==> config.mk <==
export PLATFORM = sky130hd
export DESIGN_NAME = bht_sat_predictor
export DESIGN_NICKNAME = d
export VERILOG_FILES = /design/src/rtl/bht_sat_predictor.sv
export SDC_FILE = /design/constraint.sdc
export NUM_CORES = 1
export LEC_CHECK = 0
export ABC_AREA = 0
export ABC_CLOCK_PERIOD_IN_PS = 5200
export CORE_AREA = 2 2 138 126
export CTS_CLUSTER_DIAMETER = 120
export DETAILED_ROUTE_END_ITERATION = 10
export DIE_AREA = 0 0 140 128
export PLACE_DENSITY = 0.7
export SYNTH_ARGS = -nofsm -noshare
export SYNTH_HDL_FRONTEND = slang
export SYNTH_SLANG_ARGS = --single-unit
==> constraint.sdc <==
create_clock -name clk -period 5.2 [get_ports clk]
set_input_delay 1.56 -clock clk [delete_from_list [all_inputs] [get_ports clk]]
set_output_delay 1.56 -clock clk [all_outputs]
set_load 0.1 [all_outputs]
Placement view:
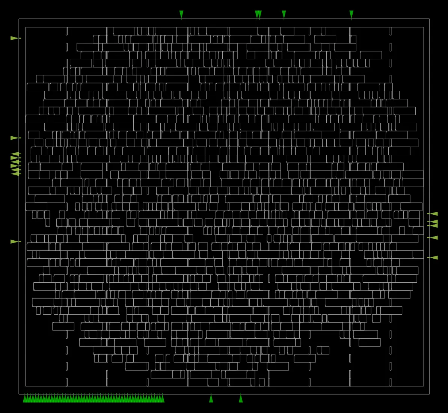
Tapcells: 211
fillcell total: 1448

Metal layers overlaid:
Scale: 3 px per um. Only two layers are drawn.
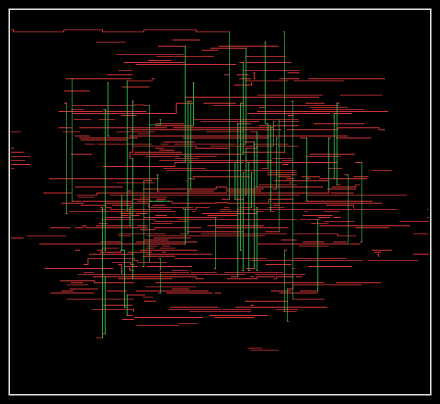
met4: shown in green, wire length 1460 um. met3: shown in red, wire length 4360 um.
gr usage total: 34.6%
drt wl/cell: 22.1 um
drt total wl: 31.3 mm

Zoomed window:
Region (55, 49) to (85, 79) um. Cells in gray, sequential cells in the stronger gray; small squares are vias.
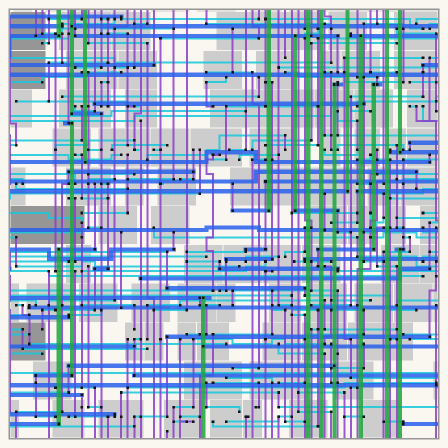
met1: shown in cyan. met3: shown in blue. met4: shown in green. met2: shown in purple.
77 logic cells have their middle in the window. Most frequent: buf_4 (31), nand2_1 (5), nor2_1 (5). Sequential cells in the window: 1.

Routed metal per tile:
Scale: 2 px per um. The die is cut into 28 by 26 equal tiles; dark purple is low, yellow is high, scaled to the fullest tile. Values are wire area over tile area, all layers added.
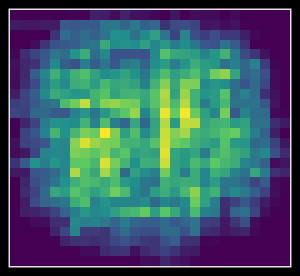
The fullest tile reaches 0.89. The mean over all tiles is 0.31. 17% of the tiles are nearly empty. The emptiest ninth of the die: south-east.
via count: 9238

==> flow_summary.json <==
{
  "slew_headroom_pct": 28.2,
  "cap_viol_max_count": 0,
  "grt_max_degree": 57,
  "p_seq_share_pct": 36.7,
  "layout-drive-gt1-share_pct": 21.7,
  "postSynthSeqShare_pct": 32.4,
  "place.port_buffers": 20,
  "fin_nets": 1263,
  "fp_util_pct": 48.8,
  "drt-pass1-iter-count": 7,
  "nNonClkInverters": 15,
  "utilization_pct": 62.0,
  "power_density_mw_per_mm2": 270,
  "final_cell_mix": "nand2_1 (160), buf_4 (160), nor2_1 (139), dfxtp_1 (131), a21oi_1 (85)",
  "ys_types": 74,
  "top_power_group": "the clock network",
  "fin_worst_skew_ns": 0.00671,
  "busiest_layer": "met2",
  "status": "finished clean",
  "p_leak_nw": 3.80,
  "cts-resized-gates": 4,
  "yosysTopAreaCell": "dfxtp_1",
  "met1_usage_pct": 47.0,
  "fin_cells": 1418,
  "worst_r2r_path_depth": 15,
  "largest_class": "multi-input combinational cells",
  "synthArstFlopShare_pct": 0,
  "powerClk_mw": 1.26,
  "bufAreaShareNonClock_pct": 16.0,
  "fin_tns_setup_ns": 0,
  "fin_crit_ns": 5.09,
  "ant_nets": 0,
  "clk_share_pct": 5.91,
  "logic_family": "AND-OR/OR-AND gates",
  "power.internal_mw": 1.96,
  "rsz0062_at_grt": "no",
  "worst_pin_slew_ns": 1.08,
  "grt_pass1_wl_mm": 47.2,
  "met2_length_mm": 12.9,
  "synthFlopType": "dfxtp_1",
  "topCellsByArea": "dfxtp_1 (32%), nand2_1 (7.4%), nor2_1 (6.5%)",
  "powerComb_uw": 495,
  "total_power_mw": 2.78,
  "netSwitchingPower_uw": 820,
  "mux_share_pct": 8.83,
  "numCtsBuffers": 17,
  "cp.required_ns": 5.52,
  "synth_warnings": 0,
  "worstSkewPairLatency_ns": 0.43,
  "antennaDiodeCount": 0,
  "cts_tree": "built",
  "common_cells": "nand2_1 (160), nor2_1 (140), dfxtp_1 (131), a21oi_1 (85), o21ai_0 (72)",
  "area_delta_synth_final_pct": 27.1,
  "buffers": 193,
  "dr_wl_met3_mm": 4.36,
  "rrSetupSlack_ns": 1.39,
  "powerSeq_mw": 1.02,
  "topRoutingLayerUsed": "met5",
  "die.size.x_um": 140,
  "hold_buffers": 0,
  "design_area_sq_mm": 0.0103,
  "ys_area_sq_mm": 0.00810,
  "comb_share_pct": 49.5,
  "antenna_found_initial": 1,
  "logic_gates": 836,
  "cts_root_buf": "clkbuf_16",
  "synth_top_cell_by_count": "nand2_1",
  "swShare_pct": 29.5,
  "min_path_type": "register to register",
  "finalMaxSlewViolations": 0
}
kinds of logic (layout without fill, tap and decap cells):
family,after synthesis,count (layout)
simple gates,432,432
xor+xnor,2,2
flops,131,131
buf+inv,100,240
mux,53,53
fa+ha+maj,3,3
compound gates,346,346
critical path, cell delays in order:
cell	delay (ns)
clkdlybuf4s50_1	0.60
buf_4	0.19
and3b_1	0.20
and3_1	0.23
a311oi_1	0.26
nand4_1	0.14
buf_4	0.16
nor2_2	0.13
maj3_2	0.35
buf_4	0.16
a311oi_1	0.08
o32ai_1	0.28
o21ai_1	0.18
a211oi_2	0.33
a211oi_2	0.08
buf_4	0.16
a311o_1	0.31
